**src/rtl/rsa_fifo_sequencer.sv**
```systemverilog
// Sequencer between the AHB-to-FIFO bridge and the RSA core: loads one M/E/N operand
// frame into the core operand RAMs, starts the core, then streams the result back out.
module rsa_fifo_sequencer #(
    parameter int NW = 32,
    parameter int AW = 5
) (
    input  logic          HCLK,
    input  logic          HRESET,
    input  logic          start,
    input  logic          abort,
    input  logic          frd_vld,
    output logic          frd_rdy,
    input  logic [31:0]   frd_dat,
    output logic          op_we,
    output logic [1:0]    op_sel,
    output logic [AW-1:0] op_addr,
    output logic [31:0]   op_wdata,
    output logic          core_start,
    input  logic          core_done,
    output logic          res_rd,
    output logic [AW-1:0] res_addr,
    input  logic [31:0]   res_rdata,
    output logic          bwr_vld,
    input  logic          bwr_rdy,
    output logic [31:0]   bwr_dat,
    output logic          busy,
    output logic          finish,
    output logic [3:0]    dbg_state
);

    // Handshakes: a word moves on a rising edge where valid & ready are both high;
    // bwr_vld/bwr_dat stay stable until accepted, frd_rdy never depends on frd_vld.
    typedef enum logic [3:0] {
        S_IDLE   = 4'd0,
        S_LOAD   = 4'd1,
        S_SETTLE = 4'd2,
        S_RUN    = 4'd3,
        S_WAIT   = 4'd4,
        S_READ   = 4'd5,
        S_CAP    = 4'd6,
        S_PUSH   = 4'd7,
        S_DONE   = 4'd8
    } state_t;

    localparam logic [AW-1:0] LAST_W   = AW'(NW - 1);
    localparam logic [1:0]    LAST_SEL = 2'd2;

    state_t        state;
    state_t        state_nxt;
    logic [1:0]    sel;
    logic [AW-1:0] wcnt;
    logic          last_word;

    assign last_word = (wcnt == LAST_W);
    assign dbg_state = state;

    always_ff @(posedge HCLK or posedge HRESET) begin
        if (HRESET) begin
            state <= S_IDLE;
        end else begin
            state <= state_nxt;
        end
    end

    always_comb begin
        state_nxt = state;
        if (abort) begin
            state_nxt = S_IDLE;
        end else begin
            case (state)
                S_IDLE:   if (start) state_nxt = S_LOAD;
                S_LOAD:   if (frd_vld && (sel == LAST_SEL) && last_word) state_nxt = S_SETTLE;
                S_SETTLE: state_nxt = S_RUN;
                S_RUN:    state_nxt = S_WAIT;
                S_WAIT:   if (core_done) state_nxt = S_READ;
                S_READ:   state_nxt = S_CAP;
                S_CAP:    state_nxt = S_PUSH;
                S_PUSH:   if (bwr_rdy) state_nxt = last_word ? S_DONE : S_READ;
                S_DONE:   state_nxt = S_IDLE;
                default:  state_nxt = S_IDLE;
            endcase
        end
    end

    always_comb begin
        frd_rdy    = (state == S_LOAD);
        core_start = (state == S_RUN);
        res_rd     = (state == S_READ);
        res_addr   = (state == S_READ) ? wcnt : '0;
        bwr_vld    = (state == S_PUSH);
        busy       = (state != S_IDLE);
        finish     = (state == S_DONE);
    end

    // Operand write port is registered so op_we trails its FIFO transfer by one cycle.
    always_ff @(posedge HCLK or posedge HRESET) begin
        if (HRESET) begin
            sel      <= '0;
            wcnt     <= '0;
            op_we    <= 1'b0;
            op_sel   <= '0;
            op_addr  <= '0;
            op_wdata <= '0;
            bwr_dat  <= '0;
        end else begin
            op_we <= 1'b0;
            if (abort) begin
                sel  <= '0;
                wcnt <= '0;
            end else begin
                case (state)
                    S_IDLE: begin
                        sel  <= '0;
                        wcnt <= '0;
                    end
                    S_LOAD: begin
                        if (frd_vld) begin
                            op_we    <= 1'b1;
                            op_wdata <= frd_dat;
                            op_sel   <= sel;
                            op_addr  <= wcnt;
                            if (last_word) begin
                                wcnt <= '0;
                                sel  <= sel + 2'd1;
                            end else begin
                                wcnt <= wcnt + 1'b1;
                            end
                        end
                    end
                    S_WAIT: begin
                        if (core_done) wcnt <= '0;
                    end
                    S_CAP: begin
                        bwr_dat <= res_rdata;
                    end
                    S_PUSH: begin
                        if (bwr_rdy) wcnt <= last_word ? '0 : wcnt + 1'b1;
                    end
                    default: begin
                    end
                endcase
            end
        end
    end

endmodule

```
**config.mk**
```make
export PLATFORM = sky130hd
export DESIGN_NAME = rsa_fifo_sequencer
export DESIGN_NICKNAME = d
export VERILOG_FILES = /design/src/rtl/rsa_fifo_sequencer.sv
export SDC_FILE = /design/constraint.sdc
export NUM_CORES = 1
export LEC_CHECK = 0
export ABC_AREA = 1
export CAP_MARGIN = 15
export CORE_MARGIN = 2
export CORE_UTILIZATION = 47
export CTS_BUF_LIST = sky130_fd_sc_hd__clkbuf_2 sky130_fd_sc_hd__clkbuf_4 sky130_fd_sc_hd__clkbuf_8
export DETAILED_ROUTE_END_ITERATION = 8
export PLACE_DENSITY = 0.92
export SLEW_MARGIN = 25
export SYNTH_ARGS = -nofsm -noshare
export SYNTH_HDL_FRONTEND = slang
export SYNTH_SLANG_ARGS = --single-unit
```
**constraint.sdc**
```tcl
create_clock -name HCLK -period 4.95 [get_ports HCLK]
set_input_delay 1.2375 -clock HCLK [delete_from_list [all_inputs] [get_ports HCLK]]
set_output_delay 1.2375 -clock HCLK [all_outputs]
set_load 0.01 [all_outputs]
```
Fig. 1: run 1, routed metal, one color a layer
(3 px per um)
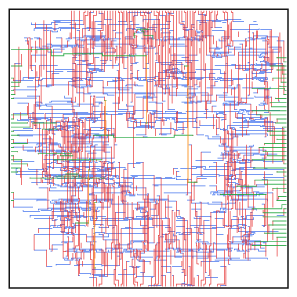
M4: drawn in orange, wire length 112 um. M3: drawn in green, wire length 516 um. M2: drawn in red, wire length 5020 um. M1: drawn in blue, wire length 4060 um.

Fig. 2: run 1, where the registers sit
(3 px per um) Other sequential cells in the stronger gray, the rest of the logic in the fainter gray.
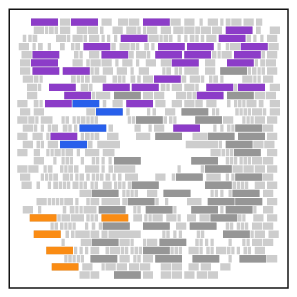
bwr_dat: drawn in purple, flops 32. dbg_state: drawn in blue, flops 4. wcnt: drawn in orange, flops 5, where south-west.
Another 42 sequential cells are not colored.

Fig. 3: run 1, routing congestion map
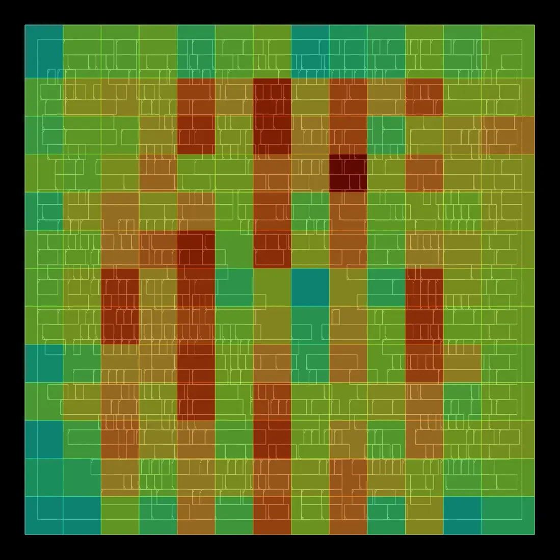
Final Util: 0.7219
total track usage: 0.2356

==> metrics.yaml, run 1 <==
ys_types: 25
synth_cells: 438
clock-root-buffer: "clkbuf_8"
synth_area_um2: 3675
clock.fmax_mhz: 299.2
synth_flops: 83
rsz0062_at_grt: "false"
totalWireLength_mm: 9.714
ys_sh_mux: 0
final_cell_mix: "nand2_1 (184), clkdlybuf4s50_1 (157), dfrtp_1 (83), inv_1 (53), o21ai_0 (33)"
cts_buffers: 9
postSynthSeqShare: 0.5652
gp_congestion: 0.9286
warnings: 26
crit_family: "buffers and inverters"
r2r_start: "dbg_state[3]$_DFFE_PP0P_"
drive_gt1_frac: 0.06355
hold_path_class: "reg2reg"
die_x_um: 92.43
worst-r2r-setup-slack_ns: 2.89
yosys-top-cells-area: "dfrtp_1 (57%), nand2_1 (19%), inv_1 (5.5%), o21ai_0 (4.5%), nor2_1 (2.7%)"
status: "finished clean"
ant_nets: 0
p_comb_frac: 0.394
swShare: 0.3382
layout_top_cell: "nand2_1"
synthAoiAreaFrac: 0.06912
cp.depth: 6
drc: 0
setup_viol: 0
clk-power_uw: 564
tritoncts: "built"
min_from: "op_wdata[25]$_DFFE_PP0P_"
cap_violations: 0
wire_per_inst_um: 13.88
dp_cells: 684
clk_latency_ns: 0.35
first_iter_violations: 118
fin_total_pwr_uw: 2651
die_h_um: 92.43
holdWs_ns: 0.4773
floorplan.nets: 512
crit_chain: "inv_1, nand2_1, nor2_1, inv_1, nor2_1, clkdlybuf4s50_1"
fp_util: 0.4805
p_comb_uw: 1040
place_ws_ns: 1.690
r2r-end: "op_addr[3]$_DFFE_PP0P_"
power_density_nw_per_um2: 480.3
fin_crit_sh: 0.6752
internal_power_uw: 1755
post_dp_cell_area_um2: 5285
core-area_um2: 7647
grt_pass1_vias: 3371
clkSinkCount: 83
io_pins: 158
ys_chip_area_um2: 3675
skew_ns: 0.009269
synth_area_per_cell_um2: 8.390
worstPathArrival_ns: 2.10
rows: 32
power_leader: "registers"
critPathLaunchType: "register"
simple_gate_share: 0.2642
cts_max_path_buffers: 2
ys_cells: 438
end_kind: "output port"
min_to: "op_wdata[25]$_DFFE_PP0P_"
tns_ns: 0
xor_area_frac: 0.004767
fin_ws_ns: 1.608
min_period_ns: 3.342
ys_warn_count: 0
ctsHoldBuffers: 0
yosysMostFrequentCell: "nand2_1"
clk_pin_slew_ns: 0.08
common_cells: "nand2_1 (184), dfrtp_1 (83), inv_1 (54), o21ai_0 (33), nor2_1 (26)"
top_cell_area_share: 0.5652
cpPeakStageDelay_ns: 0.55
via_count: 3377
worstSetupPathType: "reg2out"
ir_drop_v: 0.0002236
grt_max_degree: 65
grt-ovfl-total: 0
largest_area_cell: "dfrtp_1"
dr.pass1.iters: 6
cp_slowest_cell: "clkdlybuf4s50_1"
slew_headroom: 0.4917
## run 1: flip-flops by register name (all words and copies together), names as in the netlist
name / count
bwr_dat: 32
op_wdata: 32
op_addr: 5
wcnt: 5
dbg_state: 4
op_sel: 2
sel: 2
op_we: 1
## run 1: area by class of cell
cell class,instances,area [um^2],area share
flip-flops and latches,83,2077,0.3762
clock buffers,10,137.6,0.02493
well taps,102,127.6,0.02312
multi-input cells,283,1280,0.2319
clock inverters,6,96.34,0.01745
repair buffers,158,1579,0.2860
inverters,58,222.7,0.04034
## run 1: layer usage
metal | share of wire | wire length (um) | global-route usage
met3 | 0.053 | 516 | 0.03824
met4 | 0.012 | 112 | 0.07587
met1 | 0.42 | 4061 | 0.2958
met5 | 0 | 0 | 0
met2 | 0.52 | 5024 | 0.4161
## run 1: how the worst max path moves through the flow
stage                                  start                     end  slack [ns]
floorplan                             HRESET  bwr_dat[0]$_DFFE_PP0P_        1.58
global placement                       abort      sel[1]$_DFFE_PP0P_        1.79
detailed placement                     abort  op_addr[3]$_DFFE_PP0P_        1.69
CTS                 dbg_state[1]$_DFFE_PP0P_             res_addr[2]        1.61
global route        dbg_state[1]$_DFFE_PP0P_             res_addr[4]        1.47
finish              dbg_state[1]$_DFFE_PP0P_             res_addr[2]        1.61
## run 1: cells by family (layout without fill, tap and decap cells)
logic type / Yosys count / in the layout
adders and majority gates: 3 / 3
buffers and inverters: 72 / 232
and+or+nand+nor: 232 / 232
xor gates and xnor gates: 2 / 2
DFF: 83 / 83
AOI/OAI and AO/OA: 46 / 46
## run 1: tightest hold or removal path, delay by kind of cell, from the launching register on
kind / cells / cell delay, ns
flops: 1 / 0.35
simple gates: 2 / 0.09
## Run 2: what changed since run 1
- CORE_UTILIZATION: 47 -> 44
- PLACE_DENSITY: 0.92 -> 0.87
- clock period: 4.95 -> 3.1 ns (I/O delays scaled with it)
Fig. 4: run 2, where the registers sit
(3 px per um) Other sequential cells in the stronger gray, the rest of the logic in the fainter gray.
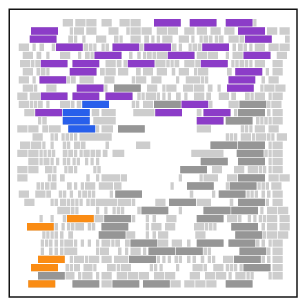
bwr_dat: drawn in purple, flops 32. dbg_state: drawn in blue, flops 4. wcnt: drawn in orange, flops 5, where south-west.
Seq power: 1650 uW
flop share of the area: 0.3763
Register Area: 2077 um^2

Fig. 5: run 2, routed metal, one color a layer
(3 px per um)
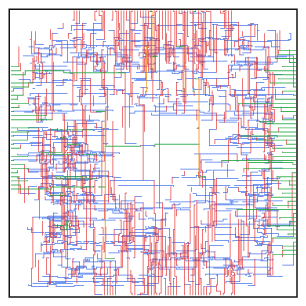
M2: drawn in red, wire length 4430 um. M1: drawn in blue, wire length 3710 um. M4: drawn in orange, wire length 157 um. M3: drawn in green, wire length 671 um.

==> run 2 against run 1 <==
  * Non-clock buffer count grew 1
  * Global-route usage shrank 3.4 points
  * Power grew 56%
  * Cell area is essentially flat
  * Via count shrank 3.6%
  * Register-to-register slack lost 1.7 ns
==> metrics.yaml, run 2 <==
status: "finished clean"
drc: 0
fin_total_pwr_uw: 4137
totalWireLength_mm: 8.961
cts_max_path_buffers: 2
clkSinkCount: 83
ant_nets: 0
worstHoldPathCells: 2
ys_cells: 438
reg_top3: "bwr_dat (32), op_wdata (32)"
grt_pass1_vias: 3151
ir_drop_v: 0.0003620
cpPeakStageDelay_ns: 0.54
r2r_start: "dbg_state[2]$_DFFE_PP0P_"
end_kind: "output port"
core-area_um2: 8175
tns_ns: 0
critPathLaunch: "dbg_state[1]$_DFFE_PP0P_"
dp_cells: 688
fin_crit_sh: 0.9248
ys_warn_count: 0
r2r-end: "bwr_dat[9]$_DFFE_PP0P_"
dr.pass1.iters: 5
fp_util: 0.4495
first_iter_violations: 100
gp_congestion: 0.9392
worst_pin_slew_ns: 0.7347
synth_area_per_cell_um2: 8.390
crit_chain: "inv_1, nand2_1, nor2_1, inv_1, nor2_1, clkdlybuf4s50_1"
ys_chip_area_um2: 3675
common_cells: "nand2_1 (184), dfrtp_1 (83), inv_1 (54), o21ai_0 (33), nor2_1 (26)"
synth_cells: 438
die_x_um: 95.39
cts_buffers: 9
ctsHoldBuffers: 0
clock-root-buffer: "clkbuf_8"
internal_power_uw: 2778
largest_area_cell: "dfrtp_1"
synth_area_um2: 3675
fin_ws_ns: 0.2331
die_h_um: 95.39
grt_max_degree: 65
min_period_ns: 2.867
yosys-top-cells-area: "dfrtp_1 (57%), nand2_1 (19%), inv_1 (5.5%), o21ai_0 (4.5%), nor2_1 (2.7%)"
synth_flops: 83
setup_viol: 0
drive_gt1_frac: 0.06355
grt-ovfl-total: 0
post_dp_cell_area_um2: 5309
final_cell_mix: "nand2_1 (184), clkdlybuf4s50_1 (157), dfrtp_1 (83), inv_1 (53), o21ai_0 (33)"
min_from: "op_wdata[10]$_DFFE_PP0P_"
clock.fmax_mhz: 348.8
holdWs_ns: 0.4741
tritoncts: "built"
io_pins: 158
postSynthSeqShare: 0.5652
critPathLaunchType: "register"
worstSetupPathType: "reg2out"
clk_latency_ns: 0.34
area_growth_pct: 50.19
top_cell_area_share: 0.5652
via_count: 3257
worstPathArrival_ns: 2.09
min_to: "op_wdata[10]$_DFFE_PP0P_"
layout.area.comb_um2: 1280
cp_slowest_cell: "clkdlybuf4s50_1"
crit_family: "buffers and inverters"
floorplan.nets: 512
slew_headroom: 0.5092
hold_path_class: "reg2reg"
cap_violations: 0
swShare: 0.3285
p_comb_frac: 0.400
grtUsageTotal: 0.2019
clk_pin_slew_ns: 0.07
ys_types: 25
layout_top_cell: "nand2_1"
power_density_nw_per_um2: 749.5
utilization: 0.6751
yosysMostFrequentCell: "nand2_1"
skew_ns: 0.007754
warnings: 26
wire_per_inst_um: 12.75
rows: 33
worst-r2r-setup-slack_ns: 1.19
==> run 2: netlist changes by cell type in the layout (fill, tap and decap cells not counted), sizes merged <==
cell      change
clkinv        +3
clkinvlp      -1
buf           +1
inv           -3
==> run 2: logic make-up (layout without fill, tap and decap cells) <==
logic type,after synthesis,count (layout),share of synthesized area
AND/OR/NAND/NOR,232,232,0.2642
XOR/XNOR,2,2,0.004768
AND-OR/OR-AND,46,46,0.06912
flip-flops,83,83,0.5652
buffers and inverters,72,232,0.08648
adder cells (fa/ha/maj),3,3,0.01022
==> run 2: per-layer routing <==
layer | GRT usage | vias to the layer above | wire length [um]
li1 | - | 1633 | -
met1 | 0.2444 | 1481 | 3705
met2 | 0.3451 | 127 | 4428
met3 | 0.04901 | 16 | 671
met4 | 0.08452 | 0 | 157
met5 | 0 | - | 0
==> run 2: final cells by class <==
type | count | share of cell area
tap | 105 | 0.02380
clock buffer | 10 | 0.02380
inverter | 58 | 0.04013
sequential | 83 | 0.3763
timing repair buffer | 159 | 0.2897
clock inverter | 5 | 0.01428
multi-input combinational | 283 | 0.2319
==> run 2: worst max path at each step <==
stage | end | slack [ns] | cells after the start
after floorplan | bwr_dat[0]$_DFFE_PP0P_ | 0.19 | 1
after global placement | bwr_dat[21]$_DFFE_PP0P_ | 0.54 | 4
after detailed placement | bwr_dat[9]$_DFFE_PP0P_ | 0.38 | 4
after CTS | res_addr[2] | 0.19 | 6
after global routing | res_addr[4] | 0.10 | 6
final | res_addr[2] | 0.23 | 6
==> run 2: power groups by stage <==
stage                     clock, uW  sequential (uW)  combinational, uW
after global routing            902             1700               1830
final                           827             1650               1650
after detailed placement          0             1670               1670
after floorplan                   0             1810                576
after global placement            0             1660               1630
after CTS                       851             1660               1680
Power and IR drop assume default switching activity.
